`config.mk`:
```
export PLATFORM = sky130hd
export DESIGN_NAME = bram_word_reader_flat
export DESIGN_NICKNAME = d
export VERILOG_FILES = /design/src/rtl/bram_rdr_pkg.sv /design/src/rtl/bram_word_reader_if.sv /design/src/rtl/bram_rdr_packer.sv /design/src/rtl/bram_word_reader.sv /design/src/flat_wrapper.sv
export SDC_FILE = /design/constraint.sdc
export NUM_CORES = 1
export LEC_CHECK = 0
export ABC_AREA = 1
export CORE_MARGIN = 2
export CORE_UTILIZATION = 48
export CTS_BUF_LIST = sky130_fd_sc_hd__clkbuf_16
export CTS_CLUSTER_DIAMETER = 100
export CTS_CLUSTER_SIZE = 8
export DETAILED_ROUTE_END_ITERATION = 12
export HOLD_SLACK_MARGIN = 0.03
export PLACE_DENSITY = 0.73
export SETUP_SLACK_MARGIN = 0.05
export SLEW_MARGIN = 40
export SYNTH_ARGS = -nofsm -noshare
export SYNTH_HDL_FRONTEND = slang
export SYNTH_SLANG_ARGS = --single-unit
```
`constraint.sdc`:
```
create_clock -name clk -period 1.5 [get_ports clk]
set_input_delay 0.3 -clock clk [delete_from_list [all_inputs] [get_ports clk]]
set_output_delay 0.3 -clock clk [all_outputs]
set_load 0.01 [all_outputs]
```
`src/rtl/bram_rdr_pkg.sv`:
```
// bram_rdr_pkg: shared constants and state codes for the BRAM word reader.
// Optional build macro used by this slice: BRAM_RDR_PARITY_EN.
package bram_rdr_pkg;

    localparam int DEF_ADDR_W = 15;
    localparam int DEF_DEPTH  = 32768;
    localparam int DEF_WORD_W = 8;
    localparam int DEF_CNT_W  = 12;

    typedef logic [1:0] state_t;

    localparam state_t IDLE  = 2'd0;
    localparam state_t RUN   = 2'd1;
    localparam state_t DRAIN = 2'd2;

endpackage

```
`src/rtl/bram_word_reader_if.sv`:
```
// bram_word_reader_if: request, memory-read and output-stream signals.
// BRAM_RDR_PARITY_EN adds out_parity alongside out_data.
interface bram_word_reader_if
    import bram_rdr_pkg::*;
#(
    parameter int ADDR_W = DEF_ADDR_W,
    parameter int WORD_W = DEF_WORD_W,
    parameter int CNT_W  = DEF_CNT_W
)();

    logic              req_valid;
    logic              req_ready;
    logic [ADDR_W-1:0] req_addr;
    logic [CNT_W-1:0]  req_words;
    logic [ADDR_W-1:0] mem_raddr;
    logic              mem_dout;
    logic              out_valid;
    logic              out_ready;
    logic [WORD_W-1:0] out_data;
    logic              out_last;
    logic              busy;
`ifdef BRAM_RDR_PARITY_EN
    logic              out_parity;
`endif

    modport master (
        input  req_valid,
        input  req_addr,
        input  req_words,
        input  mem_dout,
        input  out_ready,
        output req_ready,
        output mem_raddr,
        output out_valid,
        output out_data,
        output out_last,
`ifdef BRAM_RDR_PARITY_EN
        output out_parity,
`endif
        output busy
    );

    modport slave (
        output req_valid,
        output req_addr,
        output req_words,
        output mem_dout,
        output out_ready,
        input  req_ready,
        input  mem_raddr,
        input  out_valid,
        input  out_data,
        input  out_last,
`ifdef BRAM_RDR_PARITY_EN
        input  out_parity,
`endif
        input  busy
    );

endinterface

```
`src/rtl/bram_rdr_packer.sv`:
```
// bram_rdr_packer: packs captured bits LSB-first into words on a valid/ready output.
// BRAM_RDR_PARITY_EN adds a registered even-parity bit for each word.
module bram_rdr_packer
    import bram_rdr_pkg::*;
#(
    parameter int WORD_W = DEF_WORD_W
)(
    input  logic              clk,
    input  logic              reset,
    input  logic              cap_v,
    input  logic              cap_bit,
    input  logic              cap_last,
    input  logic              out_ready,
    output logic              last_ok,
    output logic              out_valid,
    output logic [WORD_W-1:0] out_data,
    output logic              out_last
`ifdef BRAM_RDR_PARITY_EN
    ,
    output logic              out_parity
`endif
);

    localparam int IDX_W = $clog2(WORD_W);

    logic [WORD_W-1:0] asm_q;
    logic [WORD_W-1:0] nxt;
    logic [IDX_W-1:0]  bit_idx;
    logic              wrd_end;

    // the closing bit of a word may only be fetched if the output slot frees up
    assign last_ok = !(out_valid && !out_ready);
    assign wrd_end = cap_v && (bit_idx == IDX_W'(WORD_W - 1));

    // assembly value with the bit arriving this cycle merged in
    always_comb begin
        nxt          = asm_q;
        nxt[bit_idx] = cap_bit;
    end

    // bit assembly and output register; a completed word wins over a handshake
    always_ff @(posedge clk or negedge reset) begin
        if (!reset) begin
            asm_q      <= '0;
            bit_idx    <= '0;
            out_valid  <= 1'b0;
            out_data   <= '0;
            out_last   <= 1'b0;
`ifdef BRAM_RDR_PARITY_EN
            out_parity <= 1'b0;
`endif
        end else begin
            if (out_valid && out_ready)
                out_valid <= 1'b0;
            if (cap_v) begin
                if (wrd_end) begin
                    out_data   <= nxt;
                    out_last   <= cap_last;
                    out_valid  <= 1'b1;
`ifdef BRAM_RDR_PARITY_EN
                    out_parity <= ^nxt;
`endif
                    asm_q      <= '0;
                    bit_idx    <= '0;
                end else begin
                    asm_q      <= nxt;
                    bit_idx    <= bit_idx + 1'b1;
                end
            end
        end
    end

endmodule

```
`src/rtl/bram_word_reader.sv`:
```
// bram_word_reader: sweeps a 1-bit BRAM and streams the contents as packed words.
// BRAM_RDR_PARITY_EN adds out_parity on the output stream.
module bram_word_reader
    import bram_rdr_pkg::*;
#(
    parameter int ADDR_W = DEF_ADDR_W,
    parameter int DEPTH  = DEF_DEPTH,
    parameter int WORD_W = DEF_WORD_W,
    parameter int CNT_W  = DEF_CNT_W
)(
    input  logic               clk,
    input  logic               reset,
    bram_word_reader_if.master bus
);

    localparam int IDX_W = $clog2(WORD_W);
    localparam int TOT_W = CNT_W + $clog2(WORD_W);

    state_t            state;
    logic [ADDR_W-1:0] addr;
    logic [TOT_W-1:0]  rem;
    logic [IDX_W-1:0]  iss_pos;
    logic              iss_v;
    logic              iss_last;
    logic              issue;
    logic              done_rx;
    logic              last_ok;
    logic [TOT_W-1:0]  total;

    logic              pk_valid;
    logic [WORD_W-1:0] pk_data;
    logic              pk_last;
`ifdef BRAM_RDR_PARITY_EN
    logic              pk_parity;
`endif

    assign total   = TOT_W'(bus.req_words) * TOT_W'(WORD_W);
    assign issue   = (state == RUN) && (rem != '0)
                   && ((iss_pos != IDX_W'(WORD_W - 1)) || last_ok);
    assign done_rx = pk_valid && bus.out_ready && pk_last;

    assign bus.req_ready = (state == IDLE);
    assign bus.busy      = (state != IDLE);
    assign bus.mem_raddr = addr;
    assign bus.out_valid = pk_valid;
    assign bus.out_data  = pk_data;
    assign bus.out_last  = pk_last;
`ifdef BRAM_RDR_PARITY_EN
    assign bus.out_parity = pk_parity;
`endif

    // burst FSM, wrapping read address, bits-left counter and read-in-flight flag
    always_ff @(posedge clk or negedge reset) begin
        if (!reset) begin
            state    <= IDLE;
            addr     <= '0;
            rem      <= '0;
            iss_pos  <= '0;
            iss_v    <= 1'b0;
            iss_last <= 1'b0;
        end else begin
            iss_v    <= issue;
            iss_last <= issue && (rem == TOT_W'(1));
            if (issue) begin
                addr    <= (addr == ADDR_W'(DEPTH - 1)) ? '0 : addr + 1'b1;
                rem     <= rem - 1'b1;
                iss_pos <= (iss_pos == IDX_W'(WORD_W - 1)) ? '0 : iss_pos + 1'b1;
            end
            case (state)
                IDLE: begin
                    if (bus.req_valid && bus.req_words != '0) begin
                        addr    <= bus.req_addr;
                        rem     <= total;
                        iss_pos <= '0;
                        state   <= RUN;
                    end
                end
                RUN: begin
                    if (rem == '0 && !iss_v)
                        state <= done_rx ? IDLE : DRAIN;
                end
                DRAIN: begin
                    if (done_rx)
                        state <= IDLE;
                end
                default: state <= IDLE;
            endcase
        end
    end

    bram_rdr_packer #(
        .WORD_W (WORD_W)
    ) u_packer (
        .clk        (clk),
        .reset      (reset),
        .cap_v      (iss_v),
        .cap_bit    (bus.mem_dout),
        .cap_last   (iss_last),
        .out_ready  (bus.out_ready),
        .last_ok    (last_ok),
        .out_valid  (pk_valid),
        .out_data   (pk_data),
        .out_last   (pk_last)
`ifdef BRAM_RDR_PARITY_EN
        ,
        .out_parity (pk_parity)
`endif
    );

endmodule

```
`src/flat_wrapper.sv`:
```
// flat-port wrapper written by rule: the top's interface ports become plain ports
module bram_word_reader_flat import bram_rdr_pkg::*;
#(
    parameter int ADDR_W = DEF_ADDR_W,
    parameter int DEPTH  = DEF_DEPTH,
    parameter int WORD_W = DEF_WORD_W,
    parameter int CNT_W  = DEF_CNT_W
)
  (clk, reset, bus_req_valid, bus_req_addr, bus_req_words, bus_mem_dout, bus_out_ready, bus_req_ready, bus_mem_raddr, bus_out_valid, bus_out_data, bus_out_last, bus_busy);
  bram_word_reader_if #(.ADDR_W(ADDR_W), .WORD_W(WORD_W), .CNT_W(CNT_W)) bus_i ();
  input  logic clk;
  input  logic reset;
  input wire logic [$bits(bus_i.req_valid)-1:0] bus_req_valid;
  input wire logic [$bits(bus_i.req_addr)-1:0] bus_req_addr;
  input wire logic [$bits(bus_i.req_words)-1:0] bus_req_words;
  input wire logic [$bits(bus_i.mem_dout)-1:0] bus_mem_dout;
  input wire logic [$bits(bus_i.out_ready)-1:0] bus_out_ready;
  output wire logic [$bits(bus_i.req_ready)-1:0] bus_req_ready;
  output wire logic [$bits(bus_i.mem_raddr)-1:0] bus_mem_raddr;
  output wire logic [$bits(bus_i.out_valid)-1:0] bus_out_valid;
  output wire logic [$bits(bus_i.out_data)-1:0] bus_out_data;
  output wire logic [$bits(bus_i.out_last)-1:0] bus_out_last;
  output wire logic [$bits(bus_i.busy)-1:0] bus_busy;
  assign bus_i.req_valid = bus_req_valid;
  assign bus_i.req_addr = bus_req_addr;
  assign bus_i.req_words = bus_req_words;
  assign bus_i.mem_dout = bus_mem_dout;
  assign bus_i.out_ready = bus_out_ready;
  assign bus_req_ready = bus_i.req_ready;
  assign bus_mem_raddr = bus_i.mem_raddr;
  assign bus_out_valid = bus_i.out_valid;
  assign bus_out_data = bus_i.out_data;
  assign bus_out_last = bus_i.out_last;
  assign bus_busy = bus_i.busy;
  bram_word_reader #(.ADDR_W(ADDR_W), .DEPTH(DEPTH), .WORD_W(WORD_W), .CNT_W(CNT_W)) u_core (.clk(clk), .reset(reset), .bus(bus_i));
endmodule
```
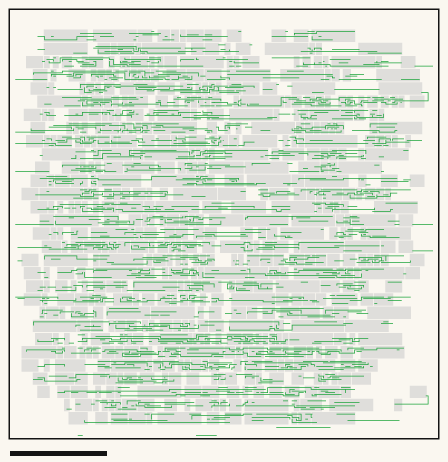
Figure 1: run 1, metal 1.
The bar under the picture is 20 µm long. Cells faint in the background.
longest straight run: 29.9 µm
share of all routed wire: 43%
nets with wire on the layer: 591
wire length on this layer: 4480 µm
main direction: horizontal
Final Routed Wirelength: 10.44 mm
vias after detailed routing: 3746

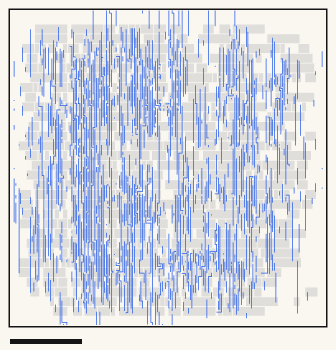
Figure 2: run 1, met2 routing.
The bar under the picture is 20 µm long. Cells faint in the background.
nets with wire on the layer: 562
share of all routed wire: 50%
routing usage on met2: 44.91%

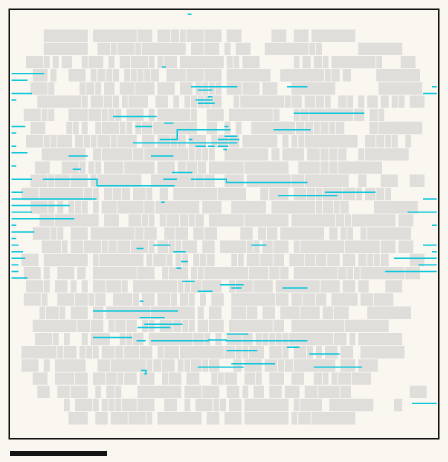
Figure 3: run 1, signal wires on met3.
The bar under the picture is 20 µm long. Cells faint in the background.
wire length on this layer: 485 µm
share of all routed wire: 4.7%
nets with wire on the layer: 77
longest straight run: 21.2 µm
main direction: horizontal
routing usage on met3: 4.944%

==> summary.txt, run 1 <==
fresh numbers from the pnr run: Area contributors post-synth=sky130_fd_sc_hd__dfrtp_1 43%, sky130_fd_sc_hd__nand2_1 16%, sky130_fd_sc_hd__nand3_1 7.6%, sky130_fd_sc_hd__inv_1 5.8%, sky130_fd_sc_hd__nor2_1 4.7%, detailed-routed wire length on met3=~480 µm, Gate Area=2029 µm², max layer used=met4, CP Capture Type=flop, Total Power=~9 mW, unrepaired setup endpoints after global routing=true, count of plain and timing-repair buffers in the layout=roughly 140, GR Layer Usage met1=between 30 and 40%, Post-Synthesis Mean Instance Area=7.298 µm², Combinational Power Share=around 46%, Chip Height=between 80 and 90 µm, post-DR vias/cell=5.291, post-DP HPWL=around 6.5 mm, met2 layer wire length in the routed design=5.258 mm, most frequently used flop master after synthesis=sky130_fd_sc_hd__dfrtp_1, most frequent CP cell=sky130_fd_sc_hd__nand2_2, vias in the first global route=~3500, power per standard cell area=1655 nW/µm², Cell Area, Synth=around 3400 µm², Setup crit end=u_core.rem[1], Post-synth EDFFs=0, CP Class=reg -> reg, largest net degree at the start of global routing=31, power in the clock group=2.24 mW, xor and xnor fraction of the mapped netlist area=between 1.5 and 2%, clock network fraction of design power=around 25%, required time of the worst setup path=roughly 1800 ps, CTS tree=built, violated checks=setup timing, critical path launch point type=flop, CP max stage cell=sky130_fd_sc_hd__dfrtp_1, Clock Network Area Fraction=5.997%, Worst-Skew Late Latency=330 ps, number of slew-limit violations in the final report=0, Achievable Freq=590.6 MHz, maximum vdd drop=about 0.90 mV, share of cells above drive strength 1=31.86%, Crit Reg-Reg Endpoint=u_core.rem[1], number of distinct library cells after synthesis=33, Critical Path, Cell by Cell=ha_2 > ha_4 > nand2_2 > nand2_2 > inv_4 > nand2_8 > buf_8 > or2_1 > a21oi_1, number of hold violations in the final report=0, post-layout minimum cycle time=~1700 ps, clock net sink count=58, met1 layer wirelength in the final routing=4.478 mm, Pwr top=combinational cells, Max-Cap Viols=0, biggest cell delay along the critical path=about 380 ps, horizontal die dimension=~88 µm, most frequent logic cell in the layout=sky130_fd_sc_hd__nand2_1, multiplexer share of the synthesized area=less than 1%, multi-input gate share of total cell area=approximately 37%, net count entering floorplan=roughly 500, fin util=roughly four fifths, commonest cells after routing, fill and taps aside=128 x sky130_fd_sc_hd__nand2_1, 70 x sky130_fd_sc_hd__buf_4, 58 x sky130_fd_sc_hd__dfrtp_1, 50 x sky130_fd_sc_hd__inv_1, 31 x sky130_fd_sc_hd__nand3_1, Post-Route Skew=6.541 ps, critical path depth=9, Gate Count Post-Synth=~470, cell internal power dissipation=around 5.6 mW, Wirelength per Cell=between 10 and 15 µm, power in sequential cells=about 2.7 mW, fillcell total=roughly 460, slack of the worst reg-to-reg path=-190 ps, cells on worst reg2reg path=9, Top Ports=~59, H-tree depth=3, kind of cell adding the most delay to the critical path=simple AND/OR/NAND/NOR gates, Min Hold Slack=between 400 and 500 ps, post-CTS setup-driven buffer insertion count=5, Layout Cells excl Fill=~710, proportion of netlist area held by the largest area contributor=42.58%, number of rows created at floorplan=30, number of optimization iterations in the first detailed-route pass=5, count of warnings emitted by yosys=0, final instance area=approximately 5400 µm², result of the run=finished, violations left, register bit total from synthesis=slightly below 60, sequential-to-total area share from yosys stat=a little over two fifths, slew at the pin closest to its max-slew limit=~380 ps, GRT Max-Usage Layer=met2, Multi-In Gates=roughly 340, flip-flops=around 58, final clock period utilization by the worst path=112.9%, antenna violations before repair=0, post-route setup TNS=-3481 ps, total cell area reported by yosys after synthesis=3408 µm², Pre-Place Util=between 40 and 50%, proportion of cell area occupied by registers=between 20% and 30%, dominant cell type by area after synthesis=sky130_fd_sc_hd__dfrtp_1, Port Buffers=58, Synth top cell by count=sky130_fd_sc_hd__nand2_1, chip area=7791 µm², and+or+nand+nor area frac=roughly a third, buffer cell driving the clock tree root=sky130_fd_sc_hd__clkbuf_16, # resized after CTS=approximately 89, worst setup slack after layout=-193.1 ps, worst setup path startpoint=u_core.iss_pos[0], sum of overflow across all layers after global routing=0, total routing usage reported by global routing=26.29%, total number of warnings across the stage logs=31, startpoint of the most critical register-to-register path=u_core.iss_pos[0], Buf/Inv on CP=2, Post-layout nets=roughly 650, count of inverters other than clock inverters in the layout=roughly 58, Final setup violation count=36, routability congestion estimate from global placement=approximately 0.9, cell count listed in synth_stat.txt=around 470, clk buf depth=2, number of clock buffer instances in the layout=9, adder-cell share of the synthesized area=2.937%
--- run 2 (diff from run 1) ---
Settings changed: CTS_BUF_LIST sky130_fd_sc_hd__clkbuf_16 to not set.
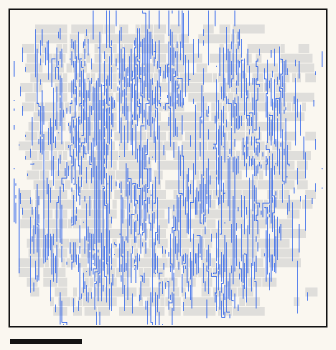
Figure 4: run 2, met2 routing.
The bar under the picture is 20 µm long. Cells faint in the background.
main direction: vertical
wire length on this layer: 4980 µm
nets with wire on the layer: 548
longest straight run: 45.9 µm

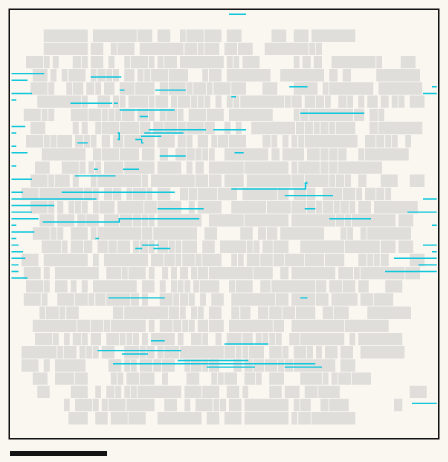
Figure 5: run 2, signal wires on met3.
The bar under the picture is 20 µm long. Cells faint in the background.
longest straight run: 41.4 µm
main direction: horizontal
wire length on this layer: 457 µm
nets with wire on the layer: 63

==> run 2 against run 1 <==
Clock-buffer cell count unchanged; the run still ends with setup timing left; clock skew up 3.9 ps; wire length down 5.9%; largest power group unchanged; clock power down 26%; synthesized cell count unchanged; critical path type unchanged; critical endpoint is now u_core.bus.mem_raddr[4]; maximum frequency up 0.72%; sequential share of layout area up 0.62 points; sequential power down 2%; critical path depth up 1; hold slack worse by 16 ps; total power down 7.1%.
==> summary.txt, run 2 <==
fresh numbers from the pnr run: result of the run=finished, violations left, violated checks=setup timing, Pwr top=combinational cells, Setup crit end=u_core.bus.mem_raddr[4], Post-Synthesis Mean Instance Area=7.298 µm² (unchanged), CP Capture Type=flop, clock network fraction of design power=19.7% (-5.2 points), Achievable Freq=594.8 MHz (+0.72%), total number of warnings across the stage logs=31 (unchanged), most frequently used flop master after synthesis=sky130_fd_sc_hd__dfrtp_1, max layer used=met4, Post-synth EDFFs=0 (unchanged), multi-input gate share of total cell area=37.48% (+0.21 points), final clock period utilization by the worst path=112.1% (-0.80 points), routing usage on met3=4.104% (-0.84 points), antenna violations before repair=0 (unchanged), Buf/Inv on CP=1 (-1), DRC violation count after routing=0, count of plain and timing-repair buffers in the layout=143 (+2.1%), horizontal die dimension=88.27 µm (unchanged), sum of overflow across all layers after global routing=0 (unchanged), switching component of the power=roughly 3.3 mW, GRT Max-Usage Layer=met2, routability congestion estimate from global placement=0.9037 (unchanged), most frequent logic cell in the layout=sky130_fd_sc_hd__nand2_1, dominant cell type by area after synthesis=sky130_fd_sc_hd__dfrtp_1, Top Ports=59 (unchanged), cells on worst reg2reg path=10 (+1), Max-Cap Viols=0 (unchanged), Worst-Skew Late Latency=340 ps (about the same), clk buf depth=2 (unchanged), total cell area reported by yosys after synthesis=3408 µm² (unchanged), number of rows created at floorplan=30 (unchanged), Combinational Power Share=49.2% (+3.6 points), vias in the first global route=3491 (-1.6%), startpoint of the most critical register-to-register path=u_core.bus.mem_raddr[0], detailed-routed wire length on met3=456 µm (-5.8%), biggest cell delay along the critical path=360 ps (-20 ps), fillcell total=489 (+5.6%), critical path launch point type=flop, number of clock buffer instances in the layout=9 (unchanged), CTS tree=built, worst setup slack after layout=-181.1 ps (+12.04 ps), number of slew-limit violations in the final report=0 (unchanged), kind of cell adding the most delay to the critical path=simple AND/OR/NAND/NOR gates, power per standard cell area=1574 nW/µm² (-4.9%), largest net degree at the start of global routing=31 (unchanged), Layout Cells excl Fill=711 (+0.42%), clock net sink count=58 (unchanged), number of distinct library cells after synthesis=33 (unchanged), xor and xnor fraction of the mapped netlist area=1.542% (unchanged), # resized after CTS=75 (-16%), critical path depth=10 (+1), cell count listed in synth_stat.txt=467 (unchanged), required time of the worst setup path=1730 ps (-30 ps), CP Class=reg -> reg, count of inverters other than clock inverters in the layout=58 (unchanged), Clock Network Area Fraction=4.232% (-1.8 points), count of warnings emitted by yosys=0 (unchanged), post-route setup TNS=-3510 ps (-29.15 ps), met2 layer wire length in the routed design=4.977 mm (-5.3%), Multi-In Gates=340 (unchanged), Final Routed Wirelength=9.815 mm (-5.9%), Synth top cell by count=sky130_fd_sc_hd__nand2_1, share of cells above drive strength 1=31.22% (-0.64 points), Total Power=8.375 mW (-7.1%), AND-OR/OR-AND Cells, Area Fraction=under 10%, net count entering floorplan=507 (unchanged), Crit Reg-Reg Endpoint=u_core.bus.mem_raddr[4], post-CTS setup-driven buffer insertion count=12 (+7), proportion of cell area occupied by registers=27.27% (+0.62 points), number of hold violations in the final report=0 (unchanged), Area contributors post-synth=sky130_fd_sc_hd__dfrtp_1 43%, sky130_fd_sc_hd__nand2_1 16%, sky130_fd_sc_hd__nand3_1 7.6%, sky130_fd_sc_hd__inv_1 5.8%, sky130_fd_sc_hd__nor2_1 4.7%, buffer cell driving the clock tree root=sky130_fd_sc_hd__clkbuf_8, cell internal power dissipation=5.066 mW (-8.7%), worst setup path startpoint=u_core.bus.mem_raddr[0], adder-cell share of the synthesized area=2.937% (unchanged), commonest cells after routing, fill and taps aside=129 x sky130_fd_sc_hd__nand2_1, 73 x sky130_fd_sc_hd__buf_4, 58 x sky130_fd_sc_hd__dfrtp_1, 50 x sky130_fd_sc_hd__inv_1, 33 x sky130_fd_sc_hd__nand3_1, Gate Area=1994 µm² (-1.7%), slack of the worst reg-to-reg path=-180 ps (about the same), proportion of netlist area held by the largest area contributor=42.58% (unchanged), Pre-Place Util=49.89% (unchanged), met1 layer wirelength in the final routing=4.200 mm (-6.2%), Port Buffers=58 (unchanged), and+or+nand+nor area frac=34.69% (unchanged), maximum vdd drop=0.8814 mV (-1.7%), multiplexer share of the synthesized area=0.3304% (unchanged), largest family of logic cells by area=simple AND/OR/NAND/NOR gates, post-DR vias/cell=5.153 (-2.6%), Leakage Power=approximately 2.6 nW, post-layout minimum cycle time=1681 ps (-12.04 ps), register bit total from synthesis=58 (unchanged), Post-Route Skew=10.41 ps (+3.865 ps), Chip Height=88.27 µm (unchanged), power in the clock group=1.65 mW (-26%), final instance area=5321 µm² (-2.3%), Cell Area, Synth=3408 µm² (unchanged), CP max stage cell=sky130_fd_sc_hd__dfrtp_1, Wirelength per Cell=13.80 µm (-6.3%), Min Hold Slack=407.4 ps (-15.80 ps), flip-flops=58 (unchanged), power in sequential cells=2.61 mW (-2%), Gate Count Post-Synth=467 (unchanged), chip area=7791 µm² (unchanged), total routing usage reported by global routing=25.02% (-1.3 points), routing usage on met2=42.65% (-2.3 points), fin util=77.89% (-1.8 points), sequential-to-total area share from yosys stat=42.58% (unchanged), H-tree depth=3 (unchanged), Final setup violation count=36 (unchanged), GR Layer Usage met1=32.45% (-1.7 points), post-DP HPWL=6.529 mm (unchanged), number of optimization iterations in the first detailed-route pass=4 (-1)
--- run 3 (diff from run 2) ---
Settings changed: GPL_TIMING_DRIVEN set to 0.
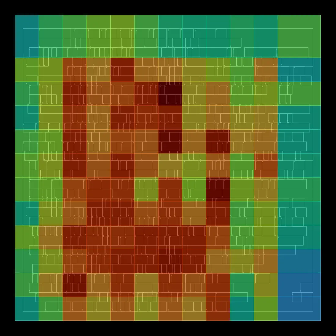
Figure 6: run 3, routing congestion.
routing usage on met2: 46.55%
GR Layer Usage met1: 33.92%

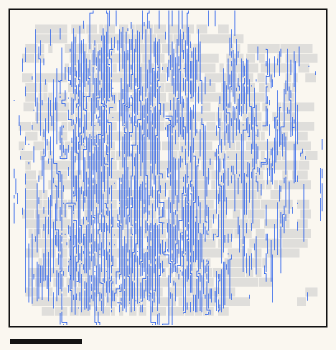
Figure 7: run 3, met2 routing.
The bar under the picture is 20 µm long. Cells faint in the background.
nets with wire on the layer: 558
main direction: vertical

==> run 3 against run 2 <==
The flow still finishes with violations (setup timing); combinational power up 5.6%; flip-flop count did not move; total power is 5.2% higher; critical path depth grew 1; synthesized area stayed put; worst setup slack got worse by 160 ps; cell area grew 1.3%; critical path type unchanged; largest cell class unchanged.
==> summary.txt, run 3 <==
fresh numbers from the pnr run: maximum vdd drop=1.074 mV (+22%), slack of the worst reg-to-reg path=-340 ps (-160 ps), clock net sink count=58 (unchanged), flip-flops=58 (unchanged), post-CTS setup-driven buffer insertion count=48 (+36), critical path launch point type=flop, Area contributors post-synth=sky130_fd_sc_hd__dfrtp_1 43%, sky130_fd_sc_hd__nand2_1 16%, sky130_fd_sc_hd__nand3_1 7.6%, sky130_fd_sc_hd__inv_1 5.8%, sky130_fd_sc_hd__nor2_1 4.7%, total cell area reported by yosys after synthesis=3408 µm² (unchanged), fin util=78.88% (+0.99 points), Gate Count Post-Synth=467 (unchanged), share of cells above drive strength 1=31.37% (+0.15 points), cell count listed in synth_stat.txt=467 (unchanged), power in the clock group=1.79 mW (+8%), Synth top cell by count=sky130_fd_sc_hd__nand2_1, number of distinct library cells after synthesis=33 (unchanged), number of rows created at floorplan=30 (unchanged), required time of the worst setup path=1750 ps (+20 ps), biggest cell delay along the critical path=420 ps (+60 ps), AND-OR/OR-AND Cells, Area Fraction=8.700% (unchanged), net count entering floorplan=507 (unchanged), max layer used=met4, detailed-routed wire length on met3=873 µm (+91%), violated checks=setup timing, Min Hold Slack=222.5 ps (-184.9 ps), number of optimization iterations in the first detailed-route pass=5 (+1), sequential-to-total area share from yosys stat=42.58% (unchanged), and+or+nand+nor area frac=34.69% (unchanged), post-route setup TNS=-6278 ps (-2768 ps), vias in the first global route=3626 (+3.9%), worst setup slack after layout=-339.7 ps (-158.6 ps), Multi-In Gates=340 (unchanged), Post-Route Skew=12.46 ps (+2.051 ps), met1 layer wirelength in the final routing=4.663 mm (+11%), xor and xnor fraction of the mapped netlist area=1.542% (unchanged), power per standard cell area=1636 nW/µm² (+3.9%), Chip Height=88.27 µm (unchanged), cell internal power dissipation=5.304 mW (+4.7%), kind of cell adding the most delay to the critical path=simple AND/OR/NAND/NOR gates, Pre-Place Util=49.89% (unchanged), Combinational Power Share=49.3% (about the same), total routing usage reported by global routing=27.02% (+2.0 points), H-tree depth=3 (unchanged), most frequently used flop master after synthesis=sky130_fd_sc_hd__dfrtp_1, switching component of the power=3.510 mW (+6.1%), proportion of netlist area held by the largest area contributor=42.58% (unchanged), Achievable Freq=543.6 MHz (-8.6%), dominant cell type by area after synthesis=sky130_fd_sc_hd__dfrtp_1, Post-Synthesis Mean Instance Area=7.298 µm² (unchanged), Total Power=8.814 mW (+5.2%), DRC violation count after routing=0 (unchanged), met2 layer wire length in the routed design=5.926 mm (+19%), proportion of cell area occupied by registers=26.98% (-0.30 points), Buf/Inv on CP=2 (+1), chip area=7791 µm² (unchanged), most frequent logic cell in the layout=sky130_fd_sc_hd__nand2_1, commonest cells after routing, fill and taps aside=130 x sky130_fd_sc_hd__nand2_1, 59 x sky130_fd_sc_hd__buf_4, 56 x sky130_fd_sc_hd__dfrtp_1, 49 x sky130_fd_sc_hd__inv_1, 40 x sky130_fd_sc_hd__nand3_1, clock transition at the register clock pins on the worst setup and hold paths after CTS=roughly 70 ps, Post-synth EDFFs=0 (unchanged), Crit Reg-Reg Endpoint=u_core.rem[11], CP Capture Type=flop, Setup crit end=u_core.rem[11], Gate Area=1979 µm² (-0.75%), fillcell total=438 (-10%), count of warnings emitted by yosys=0 (unchanged), largest family of logic cells by area=simple AND/OR/NAND/NOR gates, final instance area=5389 µm² (+1.3%), critical path depth=11 (+1), multi-input gate share of total cell area=36.73% (-0.75 points), startpoint of the most critical register-to-register path=u_core.rem[5], count of plain and timing-repair buffers in the layout=141 (-1.4%), Final Routed Wirelength=11.92 mm (+21%), routing usage on met3=5.037% (+0.93 points), instance area at placement=around 4200 µm², clk buf depth=2 (unchanged), horizontal die dimension=88.27 µm (unchanged), CTS tree=built, cells on worst reg2reg path=11 (+1), post-DP HPWL=6.075 mm (-7.0%), GRT Max-Usage Layer=met2, post-layout minimum cycle time=1840 ps (+158.6 ps), result of the run=finished, violations left, register bit total from synthesis=58 (unchanged), Port Buffers=58 (unchanged), sum of overflow across all layers after global routing=0 (unchanged), multiplexer share of the synthesized area=0.3304% (unchanged), Layout Cells excl Fill=708 (-0.42%), routability congestion estimate from global placement=0.8763 (-3.0%), post-DR vias/cell=5.489 (+6.5%), Max-Cap Viols=0 (unchanged), worst setup path startpoint=u_core.rem[5], number of slew-limit violations in the final report=0 (unchanged), Wirelength per Cell=16.84 µm (+22%), CP Class=reg -> reg, Final setup violation count=37 (+2.8%), # resized after CTS=91 (+21%), clock network fraction of design power=20.4% (+0.7 points), Top Ports=59 (unchanged), largest net degree at the start of global routing=44 (+42%), final clock period utilization by the worst path=122.6% (+11 points), number of hold violations in the final report=0 (unchanged), Leakage Power=2.649 nW (+0.82%), adder-cell share of the synthesized area=2.937% (unchanged), Cell Area, Synth=3408 µm² (unchanged)
No activity file was given, so power comes from the tool's default toggle rates.
